==> src/rtl/load_store_unit_pkg.sv <==
// Shared types and helpers for the load/store unit: access-size encodings,
// store-buffer entry layout, access width and load extension.
package lsu_pkg;

   localparam int LSU_DATA_WIDTH = 32;
   localparam int LSU_ADDR_WIDTH = 17;

   // SizeCtr encodings; SZ_IDLE doubles as the "no access" port value.
   localparam logic [2:0] SZ_B    = 3'b000;
   localparam logic [2:0] SZ_H    = 3'b001;
   localparam logic [2:0] SZ_W    = 3'b010;
   localparam logic [2:0] SZ_BU   = 3'b100;
   localparam logic [2:0] SZ_HU   = 3'b101;
   localparam logic [2:0] SZ_IDLE = 3'b011;

   typedef struct packed {
      logic [LSU_ADDR_WIDTH-1:0] addr;
      logic [2:0]                size;
      logic [LSU_DATA_WIDTH-1:0] data;
   } sb_entry_t;

   // Bytes touched by an access; 0 marks an invalid encoding.
   function automatic logic [2:0] size_bytes(input logic [2:0] size);
      case (size)
         SZ_B, SZ_BU: return 3'd1;
         SZ_H, SZ_HU: return 3'd2;
         SZ_W:        return 3'd4;
         default:     return 3'd0;
      endcase
   endfunction

   function automatic logic [LSU_DATA_WIDTH-1:0] extend_load(input logic [LSU_DATA_WIDTH-1:0] data,
                                                              input logic [2:0]                size);
      case (size)
         SZ_B:    return {{24{data[7]}}, data[7:0]};
         SZ_BU:   return {24'b0, data[7:0]};
         SZ_H:    return {{16{data[15]}}, data[15:0]};
         SZ_HU:   return {16'b0, data[15:0]};
         SZ_W:    return data;
         default: return '0;
      endcase
   endfunction

endpackage

==> src/rtl/load_store_unit_if.sv <==
// Request/response bundle between the MEM stage (master) and the load/store unit (slave).
interface load_store_unit_if #(
   parameter int ADDR_WIDTH = 17,
   parameter int DATA_WIDTH = 32
);
   logic                  req_valid;
   logic                  req_ready;
   logic                  req_write;
   logic [2:0]            req_size;
   logic [ADDR_WIDTH-1:0] req_addr;
   logic [DATA_WIDTH-1:0] req_wdata;
   logic                  rsp_valid;
   logic [DATA_WIDTH-1:0] rsp_rdata;
   logic                  sb_empty;

   modport master (
      output req_valid, req_write, req_size, req_addr, req_wdata,
      input  req_ready, rsp_valid, rsp_rdata, sb_empty
   );

   modport slave (
      input  req_valid, req_write, req_size, req_addr, req_wdata,
      output req_ready, rsp_valid, rsp_rdata, sb_empty
   );
endinterface

==> src/rtl/load_store_unit_store_buffer.sv <==
// In-order circular store buffer with a combinational byte-overlap scan
// that reports any hit and whether the youngest hit exactly matches the load.
module store_buffer
   import lsu_pkg::*;
#(
   parameter int DEPTH = 4
) (
   input  logic                      clk,
   input  logic                      rst_n,
   input  logic                      push,
   input  sb_entry_t                 push_entry,
   input  logic                      pop,
   output sb_entry_t                 head_entry,
   output logic                      full,
   output logic                      empty,
   output logic                      sb_empty,
   input  logic [LSU_ADDR_WIDTH-1:0] scan_addr,
   input  logic [2:0]                scan_size,
   output logic                      hit_any,
   output logic                      hit_exact_youngest,
   output logic [LSU_DATA_WIDTH-1:0] fwd_data
);
   localparam int PTR_W = $clog2(DEPTH);

   sb_entry_t        entries [DEPTH];
   logic [PTR_W-1:0] head;
   logic [PTR_W-1:0] tail;
   logic [PTR_W:0]   count;
   logic [PTR_W:0]   count_nxt;

   assign full       = (count == (PTR_W+1)'(DEPTH));
   assign empty      = (count == '0);
   assign head_entry = entries[head];
   assign count_nxt  = count + (PTR_W+1)'(push) - (PTR_W+1)'(pop);

   // NOTE: state registers use non-blocking assignments so every flop samples pre-edge values.
   always_ff @(posedge clk or negedge rst_n) begin
      if (!rst_n) begin
         head     <= '0;
         tail     <= '0;
         count    <= '0;
         sb_empty <= 1'b1;
      end else begin
         if (push) tail <= tail + 1'b1;
         if (pop)  head <= head + 1'b1;
         count    <= count_nxt;
         sb_empty <= (count_nxt == '0);
      end
   end

   // NOTE: entry storage is not reset; occupancy is tracked by count alone, so stale slots are never observed.
   always_ff @(posedge clk) begin
      if (push) entries[tail] <= push_entry;
   end

   // Oldest-to-youngest walk: the last hit seen is the youngest overlapping entry.
   // NOTE: every output and temporary gets a default first so no latch is inferred.
   always_comb begin
      logic [PTR_W-1:0]          idx;
      logic [LSU_ADDR_WIDTH:0]   ld_lo, ld_hi, st_lo, st_hi;
      sb_entry_t                 e;
      hit_any            = 1'b0;
      hit_exact_youngest = 1'b0;
      fwd_data           = '0;
      idx                = '0;
      e                  = '0;
      ld_lo              = {1'b0, scan_addr};
      ld_hi              = ld_lo + (LSU_ADDR_WIDTH+1)'(size_bytes(scan_size));
      st_lo              = '0;
      st_hi              = '0;
      for (int i = 0; i < DEPTH; i++) begin
         idx   = head + PTR_W'(i);
         e     = entries[idx];
         st_lo = {1'b0, e.addr};
         st_hi = st_lo + (LSU_ADDR_WIDTH+1)'(size_bytes(e.size));
         if (((PTR_W+1)'(i) < count) && (ld_hi != ld_lo) &&
             (ld_lo < st_hi) && (st_lo < ld_hi)) begin
            hit_any            = 1'b1;
            hit_exact_youngest = (e.addr == scan_addr) &&
                                 (size_bytes(e.size) == size_bytes(scan_size));
            fwd_data           = e.data;
         end
      end
   end

endmodule

==> src/rtl/load_store_unit.sv <==
// Load/store unit between the MEM stage and dataMemory: posted stores, hazard-checked
// loads with a registered response. Define LSU_FWD_EN to forward exact-match stores.
module load_store_unit
   import lsu_pkg::*;
#(
   parameter int DATA_WIDTH = LSU_DATA_WIDTH,
   parameter int ADDR_WIDTH = LSU_ADDR_WIDTH,
   parameter int DEPTH      = 4
) (
   input  logic                  clk,
   input  logic                  rst_n,
   load_store_unit_if.slave      lsu,
   output logic                  MemWrite,
   output logic [2:0]            SizeCtr,
   output logic [ADDR_WIDTH-1:0] ALUResult,
   output logic [DATA_WIDTH-1:0] WriteData,
   input  logic [DATA_WIDTH-1:0] ReadData
);
   sb_entry_t             head_entry;
   sb_entry_t             push_entry;
   logic                  sb_full;
   logic                  sb_empty_now;
   logic                  hit_any;
   logic                  hit_exact;
   logic [DATA_WIDTH-1:0] fwd_data;
   logic                  fwd_ok;
   logic                  is_load;
   logic                  is_store;
   logic                  ld_stall;
   logic                  ld_fwd;
   logic                  ld_accept;
   logic                  drain;
   logic                  push;

`ifdef LSU_FWD_EN
   assign fwd_ok = hit_exact;
`else
   assign fwd_ok = 1'b0;
`endif

   assign push_entry = '{addr: lsu.req_addr, size: lsu.req_size, data: lsu.req_wdata};

   always_comb begin
      is_load   = lsu.req_valid & ~lsu.req_write;
      is_store  = lsu.req_valid &  lsu.req_write;
      ld_stall  = is_load & hit_any & ~fwd_ok;
      ld_fwd    = is_load & hit_any &  fwd_ok;
      ld_accept = is_load & ~ld_stall;
      drain     = ~ld_accept & ~sb_empty_now;
      // A full buffer still takes a store because the head drains in any non-load cycle.
      lsu.req_ready = lsu.req_write ? (~sb_full | drain) : ~ld_stall;
      push      = is_store & lsu.req_ready & (size_bytes(lsu.req_size) != 3'd0);
   end

   store_buffer #(.DEPTH(DEPTH)) u_store_buffer (
      .clk                (clk),
      .rst_n              (rst_n),
      .push               (push),
      .push_entry         (push_entry),
      .pop                (drain),
      .head_entry         (head_entry),
      .full               (sb_full),
      .empty              (sb_empty_now),
      .sb_empty           (lsu.sb_empty),
      .scan_addr          (lsu.req_addr),
      .scan_size          (lsu.req_size),
      .hit_any            (hit_any),
      .hit_exact_youngest (hit_exact),
      .fwd_data           (fwd_data)
   );

   // Memory port: a memory-bound load wins, otherwise the head drains, otherwise idle.
   always_comb begin
      MemWrite  = 1'b0;
      SizeCtr   = SZ_IDLE;
      ALUResult = '0;
      WriteData = '0;
      if (ld_accept && !ld_fwd) begin
         SizeCtr   = lsu.req_size;
         ALUResult = lsu.req_addr;
      end else if (drain) begin
         MemWrite  = 1'b1;
         SizeCtr   = head_entry.size;
         ALUResult = head_entry.addr;
         WriteData = head_entry.data;
      end
   end

   always_ff @(posedge clk or negedge rst_n) begin
      if (!rst_n) begin
         lsu.rsp_valid <= 1'b0;
         lsu.rsp_rdata <= '0;
      end else begin
         lsu.rsp_valid <= ld_accept;
         if (ld_accept) begin
            lsu.rsp_rdata <= ld_fwd ? extend_load(fwd_data, lsu.req_size)
                                    : extend_load(ReadData, lsu.req_size);
         end
      end
   end

endmodule

==> src/flat_wrapper.sv <==
// flat-port wrapper written by rule: the top's interface ports become plain ports
module load_store_unit_flat import lsu_pkg::*;
#(
   parameter int DATA_WIDTH = LSU_DATA_WIDTH,
   parameter int ADDR_WIDTH = LSU_ADDR_WIDTH,
   parameter int DEPTH      = 4
)
  (clk, rst_n, MemWrite, SizeCtr, ALUResult, WriteData, ReadData, lsu_req_valid, lsu_req_write, lsu_req_size, lsu_req_addr, lsu_req_wdata, lsu_req_ready, lsu_rsp_valid, lsu_rsp_rdata, lsu_sb_empty);
  load_store_unit_if #(.ADDR_WIDTH(ADDR_WIDTH), .DATA_WIDTH(DATA_WIDTH)) lsu_i ();
  input  logic clk;
  input  logic rst_n;
  output logic MemWrite;
  output logic [2:0] SizeCtr;
  output logic [ADDR_WIDTH-1:0] ALUResult;
  output logic [DATA_WIDTH-1:0] WriteData;
  input  logic [DATA_WIDTH-1:0] ReadData;
  input wire logic [$bits(lsu_i.req_valid)-1:0] lsu_req_valid;
  input wire logic [$bits(lsu_i.req_write)-1:0] lsu_req_write;
  input wire logic [$bits(lsu_i.req_size)-1:0] lsu_req_size;
  input wire logic [$bits(lsu_i.req_addr)-1:0] lsu_req_addr;
  input wire logic [$bits(lsu_i.req_wdata)-1:0] lsu_req_wdata;
  output wire logic [$bits(lsu_i.req_ready)-1:0] lsu_req_ready;
  output wire logic [$bits(lsu_i.rsp_valid)-1:0] lsu_rsp_valid;
  output wire logic [$bits(lsu_i.rsp_rdata)-1:0] lsu_rsp_rdata;
  output wire logic [$bits(lsu_i.sb_empty)-1:0] lsu_sb_empty;
  assign lsu_i.req_valid = lsu_req_valid;
  assign lsu_i.req_write = lsu_req_write;
  assign lsu_i.req_size = lsu_req_size;
  assign lsu_i.req_addr = lsu_req_addr;
  assign lsu_i.req_wdata = lsu_req_wdata;
  assign lsu_req_ready = lsu_i.req_ready;
  assign lsu_rsp_valid = lsu_i.rsp_valid;
  assign lsu_rsp_rdata = lsu_i.rsp_rdata;
  assign lsu_sb_empty = lsu_i.sb_empty;
  load_store_unit #(.DATA_WIDTH(DATA_WIDTH), .ADDR_WIDTH(ADDR_WIDTH), .DEPTH(DEPTH)) u_core (.clk(clk), .rst_n(rst_n), .lsu(lsu_i), .MemWrite(MemWrite), .SizeCtr(SizeCtr), .ALUResult(ALUResult), .WriteData(WriteData), .ReadData(ReadData));
endmodule
==> config.mk <==
export PLATFORM = sky130hd
export DESIGN_NAME = load_store_unit_flat
export DESIGN_NICKNAME = d
export VERILOG_FILES = /design/src/rtl/load_store_unit_pkg.sv /design/src/rtl/load_store_unit_if.sv /design/src/rtl/load_store_unit_store_buffer.sv /design/src/rtl/load_store_unit.sv /design/src/flat_wrapper.sv
export SDC_FILE = /design/constraint.sdc
export NUM_CORES = 1
export LEC_CHECK = 0
export ABC_CLOCK_PERIOD_IN_PS = 17740
export CAP_MARGIN = 40
export CORE_AREA = 2 2 161 242
export DETAILED_ROUTE_END_ITERATION = 8
export DIE_AREA = 0 0 163 244
export GPL_ROUTABILITY_DRIVEN = 0
export PLACE_DENSITY = 0.76
export SETUP_SLACK_MARGIN = 0.15
export SYNTH_ARGS = -nofsm -noshare
export SYNTH_HDL_FRONTEND = slang
export SYNTH_HIERARCHICAL = 1
export SYNTH_SLANG_ARGS = --single-unit
==> constraint.sdc <==
create_clock -name clk -period 17.74 [get_ports clk]
set_clock_uncertainty 0.2 [all_clocks]
set_input_delay 2.661 -clock clk [delete_from_list [all_inputs] [get_ports clk]]
set_output_delay 2.661 -clock clk [all_outputs]
set_load 0.02 [all_outputs]
Run 1, sequential cells grouped by signal name:
Bar = 50 µm. Other sequential cells in the stronger grey, the rest of the logic in the fainter grey.
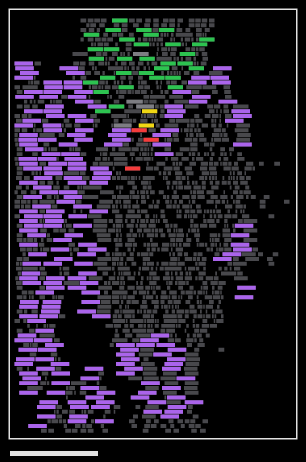
- `u_core/u_store_buffer/entries`: purple (sequential cells 208)
- `u_core/u_store_buffer/tail`: yellow (sequential cells 2)
- `u_core/lsu.rsp_rdata`: green (sequential cells 32; where top centre)
- `u_core/u_store_buffer/count`: red (sequential cells 3)

Run 1, local utilization:
Bar = 50 µm. The die is cut into 16 by 24 equal tiles; dark purple is low, yellow is high, 0 to 100% covered.
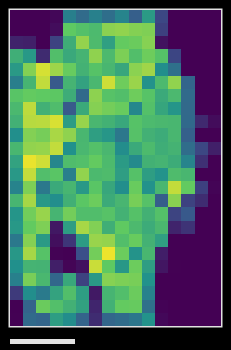
- emptiest ninth of the die: lower right
- mean over tiles: 47%
- tiles over 75% full: 21%
- nearly empty tiles: 21%
- fullest tile: 97%

Run 1, signal wires by layer:
Only two layers are drawn.
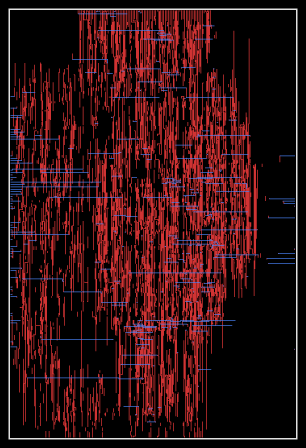
- met3: blue (wire length 1970 µm)
- met2: red (wire length 22.9 mm)

Run 1, clock nets:
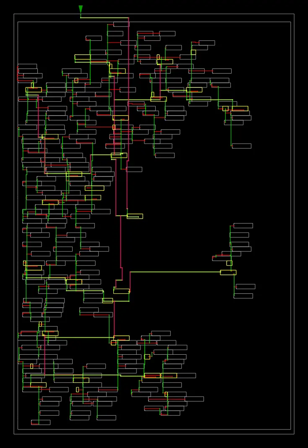
cts bufs inserted: 24
sequential cell count: 249

==> impl_metrics.json, run 1 <==
{
  "p_leak_nw": 7.23,
  "max_cap_viol_count": 0,
  "cts-root-buf": "clkbuf_16",
  "worst_setup_path_end_kind": "primary output",
  "cp_num_cells": 22,
  "largest_register_ffs": 208,
  "dp.cells": 1957,
  "cts.sinks": 249,
  "antenna_found_initial": 0,
  "h-tree-depth": 1,
  "min_period_over_period": 0.667,
  "dp_hpwl_um": 32500,
  "final.setup.tns_ns": 0,
  "tritoncts": "yes",
  "most-common-layout-cells": "edfxtp_1, clkdlybuf4s50_1, ha_1",
  "place_ws_ns": 5.99,
  "critPathTopFamily": "buffers and inverters",
  "ir_worst_vdd_mv": 0.152,
  "wl_per_cell_um": 21.9,
  "fin_area_mm2": 0.0192,
  "slew_headroom": 0.368,
  "powerDensity_mw_per_mm2": 174,
  "worst_slew_pin_slew_ns": 0.948,
  "hold_slack_ns": 0.306,
  "dieHeight_um": 244,
  "num_rows": 87,
  "routed_wl_um": 43800,
  "fmax_ghz": 0.0846,
  "io_pins": 176,
  "syn_area_mm2": 0.0165,
  "finalHoldViolCount": 0,
  "die_w_um": 163,
  "path_cells": "clkdlybuf4s50_1, nor2_1, ha_1, fa_1, a21o_1, nand2_1, nor2_1, nand4_1, xor2_1, ha_1, o211ai_1, a211o_1, a311oi_1, a211o_1, a21oi_2, nor2_1, nand3_1, or3b_1, inv_2, buf_12, a22o_1, clkdlybuf4s50_1",
  "ys_warn_count": 6,
  "worst_path_largest_cell_delay_ns": 0.84,
  "fin_cells": 1999,
  "top_register": "u_core/u_store_buffer/entries",
  "drc_errors": 0,
  "antenna_left": 0,
  "fin_nets": 1739,
  "dieArea_mm2": 0.0398,
  "first_iter_violations": 672,
  "grt_first_pass_wirelength_um": 67200,
  "initCoreUtil": 0.439,
  "worst_slack_ns": 5.91,
  "diodes": 0,
  "clkTransAtPathRegs_ns": 0.06,
  "floorplan.nets": 1608,
  "post-route-util": 0.512,
  "num_vias": 11681,
  "ctsHoldBuffers": 0,
  "slowest_stage": "clkdlybuf4s50_1",
  "cp.arrival_ns": 8.96,
  "grt_max_degree": 72,
  "layout-drive-gt1-share": 0.121,
  "period_minus_slack_ns": 11.83,
  "critPathMostFrequentCell": "nor2_1",
  "cp.required_ns": 14.88,
  "placedInstanceArea_mm2": 0.0185,
  "critPathMaxFanout": 29,
  "status": "completed",
  "cts_resized": 0,
  "io_buffers": 175,
  "worst-r2r-cell-count": 28,
  "post_cts_buffers": 0,
  "grt-ovfl-total": 0,
  "p_total_mw": 3.34,
  "clock_path_buffers": 3
}
-- run 1: cell type report --
type	count	area [µm²]
Sequential cell	249	7280
Fill cell	3262	18300
Inverter	39	146
Clock buffer	28	616
Timing Repair Buffer	192	1960
Tap cell	489	612
Multi-Input combinational cell	988	8510
Clock inverter	14	115
-- run 1: report_power, final --
part / total (mW) / internal, mW / switching [mW]
combinational: 2.07 / 0.932 / 1.14
clock: 0.482 / 0.265 / 0.217
sequential: 0.792 / 0.719 / 0.0731
total: 3.34 / 1.92 / 1.43
-- run 1: per-layer routing --
metal  global-route usage  wire, µm
met4                0.144      3160
met5                    0         0
met1                0.238     15800
met2                0.393     22900
met3               0.0283      1970
-- run 1: path summary, 6_finish.rpt --
kind	slack, ns	start	to
max	5.91	lsu_req_size[1]	ALUResult[15]
min in group asynchronous	1.90	rst_n	u_core/lsu.rsp_rdata[8]
min reg2reg	0.31	u_core/lsu.rsp_rdata[0]	u_core/lsu.rsp_rdata[0]
max in group asynchronous	14.95	rst_n	u_core/lsu.rsp_rdata[24]
min	0.31	u_core/lsu.rsp_rdata[0]	u_core/lsu.rsp_rdata[0]
max reg2reg	8.84	u_core/u_store_buffer/head[0]	u_core/u_store_buffer/sb_empty
-- run 1: worst reg2reg max path, delay by kind of cell (launching register included) --
family / cells / cell delay [ns]
AND-OR/OR-AND: 8 / 1.93
XOR/XNOR: 1 / 0.15
adder cells (fa/ha/maj): 5 / 1.52
buffers and inverters: 5 / 1.23
flip-flops: 1 / 0.79
multiplexers: 1 / 0.67
AND/OR/NAND/NOR: 8 / 2.28
Run 1, signal metal coverage by tile:
The die is cut into 16 by 24 equal tiles; dark purple is low, yellow is high, scaled to the fullest tile. Values are wire area over tile area, all layers added.
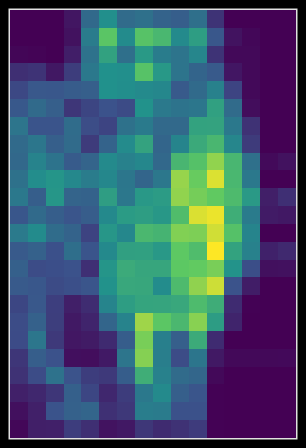

==> run 1 -> run 2 <==
ABC_CLOCK_PERIOD_IN_PS = 11600   (was 17740)
clock period = 11.6 ns   (was 17.74 ns; I/O delays follow)
Run 2, signal metal coverage by tile:
The die is cut into 16 by 24 equal tiles; dark purple is low, yellow is high, scaled to the fullest tile. Values are wire area over tile area, all layers added.
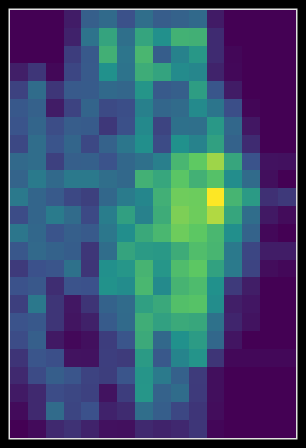
- nearly empty tiles: 16%
- mean over tiles: 0.18
- tiles over half the peak: 19%

==> impl_metrics.json, run 2 <==
{
  "dieHeight_um": 244,
  "largest_register_ffs": 208,
  "tritoncts": "yes",
  "switching_share": 0.426,
  "io_buffers": 175,
  "wl_per_cell_um": 21.8,
  "first_iter_violations": 703,
  "most-common-layout-cells": "edfxtp_1, clkdlybuf4s50_1, ha_1",
  "min_period_over_period": 0.887,
  "place_ws_ns": 1.48,
  "grt_max_degree": 64,
  "drc_errors": 0,
  "worst_slack_ns": 1.32,
  "h-tree-depth": 1,
  "cts.sinks": 249,
  "antenna_left": 0,
  "worst_path_largest_cell_delay_ns": 0.91,
  "p_sw_mw": 2.18,
  "antenna_found_initial": 0,
  "final.setup.tns_ns": 0,
  "post-route-util": 0.513,
  "seq_power_share": 0.233,
  "dp_hpwl_um": 32400,
  "die_w_um": 163,
  "fin_nets": 1744,
  "ys_warn_count": 6,
  "clkTransAtPathRegs_ns": 0.07,
  "num_rows": 87,
  "path_cells": "inv_2, a21oi_1, nor3b_1, ha_1, a21oi_1, nor4b_2, nor2b_1, nand2_1, xor2_1, ha_1, a21oi_1, o21ai_0, a221oi_1, o21ai_0, a21oi_1, o21ai_0, nand3_1, or3b_1, buf_4, inv_2, buf_4, a22o_1, clkdlybuf4s50_1",
  "num_vias": 11746,
  "ctsHoldBuffers": 0,
  "critPathTopFamily": "AND-OR/OR-AND gates",
  "placedInstanceArea_mm2": 0.0185,
  "layout-drive-gt1-share": 0.127,
  "finalHoldViolCount": 0,
  "critPathMaxFanout": 48,
  "io_pins": 176,
  "max_cap_viol_count": 0,
  "diodes": 0,
  "routed_wl_um": 43700,
  "worst_setup_path_end_kind": "primary output",
  "fin_area_mm2": 0.0193,
  "dieArea_mm2": 0.0398,
  "initCoreUtil": 0.439,
  "status": "completed",
  "powerDensity_mw_per_mm2": 266,
  "p_leak_nw": 7.27,
  "numCtsBuffers": 24,
  "fmax_ghz": 0.0972,
  "worst_slew_pin_slew_ns": 0.857,
  "grt_first_pass_wirelength_um": 67100,
  "cts-root-buf": "clkbuf_16"
}
Run 2, signal wires by layer:
Only two layers are drawn.
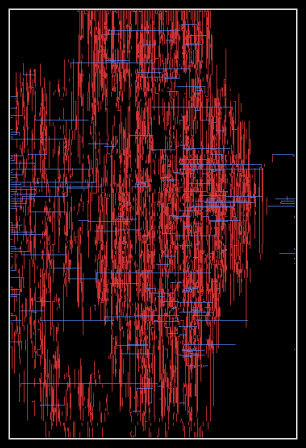
- met3: blue (wire length 2270 µm)
- met2: red (wire length 22.9 mm)

run 2: path summary, 6_finish.rpt:
kind                                                from                             end  depth (start not counted)
min reg2reg                      u_core/lsu.rsp_rdata[4]         u_core/lsu.rsp_rdata[4]                          1
max                        u_core/u_store_buffer/head[0]                   ALUResult[14]                         23
min                              u_core/lsu.rsp_rdata[4]         u_core/lsu.rsp_rdata[4]                          1
min in group asynchronous                          rst_n        u_core/lsu.rsp_rdata[10]                          1
max in group asynchronous                          rst_n  u_core/u_store_buffer/sb_empty                          2
max reg2reg                u_core/u_store_buffer/head[0]  u_core/u_store_buffer/sb_empty                         28
run 2: cell type report:
type                       instances  area, µm²  share of cell area
clock buffer                      27        612              0.0317
multi-input combinational        988       8510               0.442
sequential                       249       7280               0.378
clock inverter                    17        159             0.00824
inverter                          39        146             0.00759
tap                              489        612              0.0317
timing repair buffer             197       1960               0.102
run 2: layer usage:
layer | GRT usage | wire length [µm]
met1 | 0.237 | 15400
met2 | 0.397 | 22900
met3 | 0.0314 | 2270
met4 | 0.141 | 3050
met5 | 0 | 0
run 2: power groups by stage:
stage	logic [mW]	registers [mW]	clock network, mW
2_1_floorplan	2.14	1.23	0
3_3_place_gp	3.00	1.25	0
3_5_place_dp	3.14	1.22	0
4_1_cts	3.16	1.20	0.784
5_1_grt	3.43	1.21	0.816
6_report	3.17	1.20	0.766
run 2: per-stage QoR:
step | cells | total power [mW] | hold WS [ns]
after CTS | 2006 | 5.14 | 0.314
after detailed placement | 1962 | 4.36 | 0.297
final | 2006 | 5.13 | 0.315
after global routing | 2006 | 5.46 | 0.332
after floorplan | 1363 | 3.38 | 0.294
after global placement | 1959 | 4.25 | 0.292
No activity file was given, so power comes from the tool's default toggle rates.
